===== config.mk =====
export PLATFORM = sky130hd
export DESIGN_NAME = rail_sequencer_flat
export DESIGN_NICKNAME = d
export VERILOG_FILES = /design/src/rtl/rail_sequencer_if.sv /design/src/rtl/rail_sequencer.sv /design/src/flat_wrapper.sv
export SDC_FILE = /design/constraint.sdc
export NUM_CORES = 1
export LEC_CHECK = 0
export CORE_AREA = 2 2 77 79
export DETAILED_ROUTE_END_ITERATION = 12
export DIE_AREA = 0 0 79 81
export PLACE_DENSITY = 0.75
export REMOVE_ABC_BUFFERS = 1
export SLEW_MARGIN = 10
export SYNTH_ARGS = -nofsm -noshare
export SYNTH_HDL_FRONTEND = slang
export SYNTH_SLANG_ARGS = --single-unit

===== constraint.sdc =====
create_clock -name clk -period 3.2 [get_ports clk]
set_clock_uncertainty 0.2 [all_clocks]
set_input_delay 0.32 -clock clk [delete_from_list [all_inputs] [get_ports clk]]
set_output_delay 0.32 -clock clk [all_outputs]
set_load 0.02 [all_outputs]

===== src/rtl/rail_sequencer_if.sv =====
// Bundle between the rail sequencer and its surroundings: run/fault control in,
// per-rail power-good in, per-rail enables and status out.
interface rail_sequencer_if #(
  parameter int unsigned NUM_RAILS = 5
) ();
  logic                 start;
  logic [NUM_RAILS-1:0] pgood;
  logic                 fault_clr;
  logic [NUM_RAILS-1:0] act_ctl;
  logic [2:0]           state;
  logic                 all_good;
  logic                 fault;
  logic [2:0]           fault_rail;

  modport master (
    input  start, pgood, fault_clr,
    output act_ctl, state, all_good, fault, fault_rail
  );

  modport slave (
    output start, pgood, fault_clr,
    input  act_ctl, state, all_good, fault, fault_rail
  );
endinterface


===== src/rtl/rail_sequencer.sv =====
// Power-rail sequencer: enables rails in index order after each power-good,
// sheds them in reverse on request, and drops everything on a power-good fault.
module rail_sequencer #(
  parameter int unsigned NUM_RAILS  = 5,
  parameter int unsigned STEP_DELAY = 4,
  parameter int unsigned PG_TIMEOUT = 16,
  parameter int unsigned TIMER_W    = 24
) (
  input  logic             clk,
  input  logic             n_rst,
  rail_sequencer_if.master bus
);

  localparam int unsigned IDX_W = (NUM_RAILS > 1) ? $clog2(NUM_RAILS) : 1;

  localparam logic [2:0] ST_IDLE     = 3'd0;
  localparam logic [2:0] ST_RAMP     = 3'd1;
  localparam logic [2:0] ST_SETTLE   = 3'd2;
  localparam logic [2:0] ST_RUN      = 3'd3;
  localparam logic [2:0] ST_SHUTDOWN = 3'd4;
  localparam logic [2:0] ST_FAULT    = 3'd5;

  localparam logic [TIMER_W-1:0] STEP_LAST = TIMER_W'(STEP_DELAY - 1);
  localparam logic [TIMER_W-1:0] PG_LAST   = TIMER_W'(PG_TIMEOUT - 1);
  localparam logic [IDX_W-1:0]   IDX_LAST  = IDX_W'(NUM_RAILS - 1);

  logic [2:0]           state_q, state_d;
  logic [IDX_W-1:0]     idx_q, idx_d;
  logic [TIMER_W-1:0]   timer_q, timer_d, timer_inc;
  logic [NUM_RAILS-1:0] act_q, act_d;
  logic [NUM_RAILS-1:0] conf_q, conf_d;
  logic [2:0]           fault_rail_q, fault_rail_d;
  logic                 all_good_q, fault_q;

  logic [NUM_RAILS-1:0] bad;
  logic [NUM_RAILS-1:0] top_bit;
  logic [2:0]           low_bad;

  // Lost power-good on confirmed rails, and the highest still-enabled rail.
  always_comb begin
    bad     = conf_q & ~bus.pgood;
    low_bad = 3'd0;
    for (int i = int'(NUM_RAILS) - 1; i >= 0; i--) begin
      if (bad[i]) low_bad = 3'(i);
    end
    top_bit = '0;
    for (int i = 0; i < int'(NUM_RAILS); i++) begin
      if (act_q[i]) begin
        top_bit    = '0;
        top_bit[i] = 1'b1;
      end
    end
  end

  assign timer_inc = (&timer_q) ? timer_q : timer_q + TIMER_W'(1);

  always_comb begin
    state_d      = state_q;
    idx_d        = idx_q;
    timer_d      = timer_inc;
    act_d        = act_q;
    conf_d       = conf_q;
    fault_rail_d = fault_rail_q;

    case (state_q)
      ST_IDLE: begin
        if (bus.start) begin
          state_d = ST_RAMP;
          idx_d   = '0;
          act_d   = NUM_RAILS'(1);
          conf_d  = '0;
          timer_d = '0;
        end
      end

      ST_RAMP, ST_SETTLE, ST_RUN: begin
        if (|bad) begin
          state_d      = ST_FAULT;
          act_d        = '0;
          conf_d       = '0;
          fault_rail_d = low_bad;
        end else if (!bus.start) begin
          state_d = ST_SHUTDOWN;
          act_d   = act_q & ~top_bit;
          conf_d  = '0;
          timer_d = '0;
        end else if (state_q == ST_RAMP) begin
          // Power-good outranks a timeout expiring on the same edge.
          if (bus.pgood[idx_q]) begin
            state_d        = ST_SETTLE;
            conf_d[idx_q]  = 1'b1;
            timer_d        = '0;
          end else if (timer_q == PG_LAST) begin
            state_d      = ST_FAULT;
            act_d        = '0;
            conf_d       = '0;
            fault_rail_d = 3'(idx_q);
          end
        end else if (state_q == ST_SETTLE && timer_q == STEP_LAST) begin
          if (idx_q == IDX_LAST) begin
            state_d = ST_RUN;
          end else begin
            state_d = ST_RAMP;
            idx_d   = idx_q + IDX_W'(1);
            act_d   = act_q | (NUM_RAILS'(1) << idx_d);
            timer_d = '0;
          end
        end
      end

      ST_SHUTDOWN: begin
        if (timer_q == STEP_LAST) begin
          timer_d = '0;
          if (|act_q) act_d   = act_q & ~top_bit;
          else        state_d = ST_IDLE;
        end
      end

      ST_FAULT: begin
        if (bus.fault_clr && !bus.start) state_d = ST_IDLE;
      end

      default: begin
        state_d = ST_IDLE;
        act_d   = '0;
        conf_d  = '0;
      end
    endcase
  end

  always_ff @(posedge clk) begin
    if (!n_rst) begin
      state_q      <= ST_IDLE;
      idx_q        <= '0;
      timer_q      <= '0;
      act_q        <= '0;
      conf_q       <= '0;
      fault_rail_q <= 3'd0;
      all_good_q   <= 1'b0;
      fault_q      <= 1'b0;
    end else begin
      state_q      <= state_d;
      idx_q        <= idx_d;
      timer_q      <= timer_d;
      act_q        <= act_d;
      conf_q       <= conf_d;
      fault_rail_q <= fault_rail_d;
      all_good_q   <= (state_d == ST_RUN);
      fault_q      <= (state_d == ST_FAULT);
    end
  end

  assign bus.act_ctl    = act_q;
  assign bus.state      = state_q;
  assign bus.all_good   = all_good_q;
  assign bus.fault      = fault_q;
  assign bus.fault_rail = fault_rail_q;

endmodule


===== src/flat_wrapper.sv =====
// flat-port wrapper written by rule: the top's interface ports become plain ports
module rail_sequencer_flat 
#(
  parameter int unsigned NUM_RAILS  = 5,
  parameter int unsigned STEP_DELAY = 4,
  parameter int unsigned PG_TIMEOUT = 16,
  parameter int unsigned TIMER_W    = 24
)
  (clk, n_rst, bus_start, bus_pgood, bus_fault_clr, bus_act_ctl, bus_state, bus_all_good, bus_fault, bus_fault_rail);
  rail_sequencer_if #(.NUM_RAILS(NUM_RAILS)) bus_i ();
  input  logic clk;
  input  logic n_rst;
  input wire logic [$bits(bus_i.start)-1:0] bus_start;
  input wire logic [$bits(bus_i.pgood)-1:0] bus_pgood;
  input wire logic [$bits(bus_i.fault_clr)-1:0] bus_fault_clr;
  output wire logic [$bits(bus_i.act_ctl)-1:0] bus_act_ctl;
  output wire logic [$bits(bus_i.state)-1:0] bus_state;
  output wire logic [$bits(bus_i.all_good)-1:0] bus_all_good;
  output wire logic [$bits(bus_i.fault)-1:0] bus_fault;
  output wire logic [$bits(bus_i.fault_rail)-1:0] bus_fault_rail;
  assign bus_i.start = bus_start;
  assign bus_i.pgood = bus_pgood;
  assign bus_i.fault_clr = bus_fault_clr;
  assign bus_act_ctl = bus_i.act_ctl;
  assign bus_state = bus_i.state;
  assign bus_all_good = bus_i.all_good;
  assign bus_fault = bus_i.fault;
  assign bus_fault_rail = bus_i.fault_rail;
  rail_sequencer #(.NUM_RAILS(NUM_RAILS), .STEP_DELAY(STEP_DELAY), .PG_TIMEOUT(PG_TIMEOUT), .TIMER_W(TIMER_W)) u_core (.clk(clk), .n_rst(n_rst), .bus(bus_i));
endmodule

Figure 1. The metal 1 layer.
Supply wires on this layer in gray.
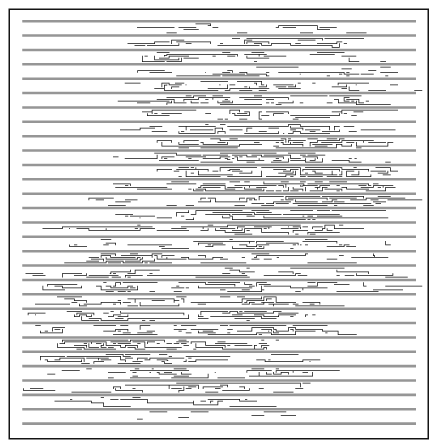
The layer holds 47% of the routed length. The wires run mostly horizontal.

Figure 2. M2 wires.
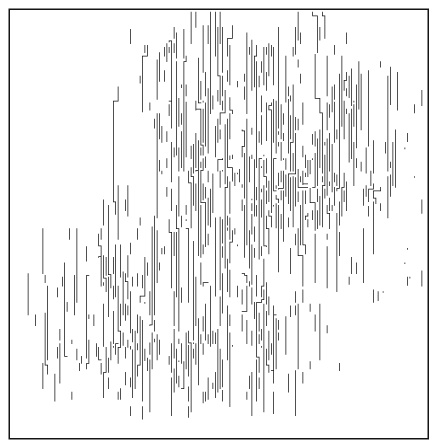
The longest straight run is 23.8 um. The wires run mostly vertical. 300 nets have wire on it. The layer carries 2820 um of wire.

Figure 3. Signal wires on met3.
Bar = 20 um.
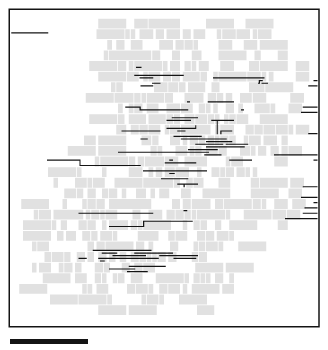
The wires run mostly horizontal. The layer holds 7.0% of the routed length. The longest straight run is 23.0 um. 50 nets have wire on it. The layer carries 445 um of wire.

Figure 4. Met4 routing.
Supply wires on this layer in gray.
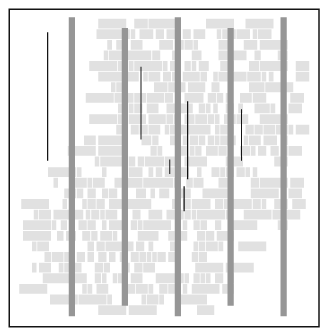
The longest straight run is 32.6 um. The layer carries 93.2 um of wire.

Figure 5. Clock wiring as the flow saved it.
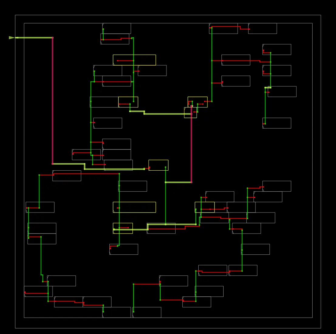
Late-Pin Clk Latency: 0.31 ns
number of clock buffers inserted by TritonCTS: 5
clock buf count: 5
clock network power: 517 uW
# clock sinks: 45

## through the flow
step / worst slack [ns] / utilization / total power [mW]
after floorplan: 0.564 / - / 0.732
after global placement: 0.533 / 0.520 / 0.803
after detailed placement: 0.508 / 0.520 / 0.806
after CTS: 0.547 / 0.545 / 1.32
after global routing: 0.432 / 0.545 / 1.37
final: 0.549 / 0.545 / 1.31
## kinds of logic after synthesis
kind of cell,count (synthesis),share of synthesized area
AND/OR/NAND/NOR,169,0.332
adder cells (fa/ha/maj),6,0.0281
AND-OR/OR-AND,60,0.173
buffers and inverters,22,0.0370
flip-flops,45,0.337
multiplexers,6,0.0272
XOR/XNOR,20,0.0655
==> results.tsv <==
metric	value	unit
grt_first_pass_wirelength	10.3	mm
rsz0062_at_grt	false	
standard_cell_row_count	28	
comb_power_share	0.153	
layout-area-overhead-vs-synth	15.6	%
most-common-layout-cells	sky130_fd_sc_hd__nor2_1 (45), sky130_fd_sc_hd__dfxtp_1 (45), sky130_fd_sc_hd__nand2_1 (26), sky130_fd_sc_hd__clkdlybuf4s50_1 (21), sky130_fd_sc_hd__nand3_1 (20)	
yosys-stat-cells	328	
syn_area	0.00267	sq mm
clkCellAreaFrac	0.0445	
n_fill_cell	533	
ctsRootBufferMaster	sky130_fd_sc_hd__clkbuf_8	
min_path_cells	2	
synthArstFlopShare	0	
htree_num_levels	2	
detail_route.wl_per_cell	14.9	um
edf_count	0	
cts.clk_slew.worst_paths	0.08	ns
hpwl	4.60	mm
swShare	0.260	
ys_dominant_reg_cell	sky130_fd_sc_hd__dfxtp_1	
yosys.cell_types.count	55	
non_clock_buffer_area_share	0.0802	
grt_most_used_layer	met2	
chip_area	0.00640	sq mm
worst_path_dominant_cell_family	AND-OR/OR-AND gates	
synth.top_cells.by_count	sky130_fd_sc_hd__dfxtp_1 (45), sky130_fd_sc_hd__nor2_1 (45), sky130_fd_sc_hd__nand2_1 (26)	
maxPowerGroup	sequential cells	
outcome	complete, no violations	
leak_pwr	1.05	nW
biggest_register	u_core.timer_q	
pg_comb	201	uW
irDropWorstVdd	0.000213	V
placement.cell_area	0.00295	sq mm
numPortBuffers	21	
cts_tree	built	
top_layer_used	met4	
floorplan.core_util	0.471	
grt-ovfl-total	0	
detail_route.vias_per_cell	6.02	
die_wd	79	um
fp.dieH	81	um
final_net_count	364	
n_antenna_cell	0	
synth_largest_type_area_fraction	0.337	
Power and IR drop assume default switching activity.
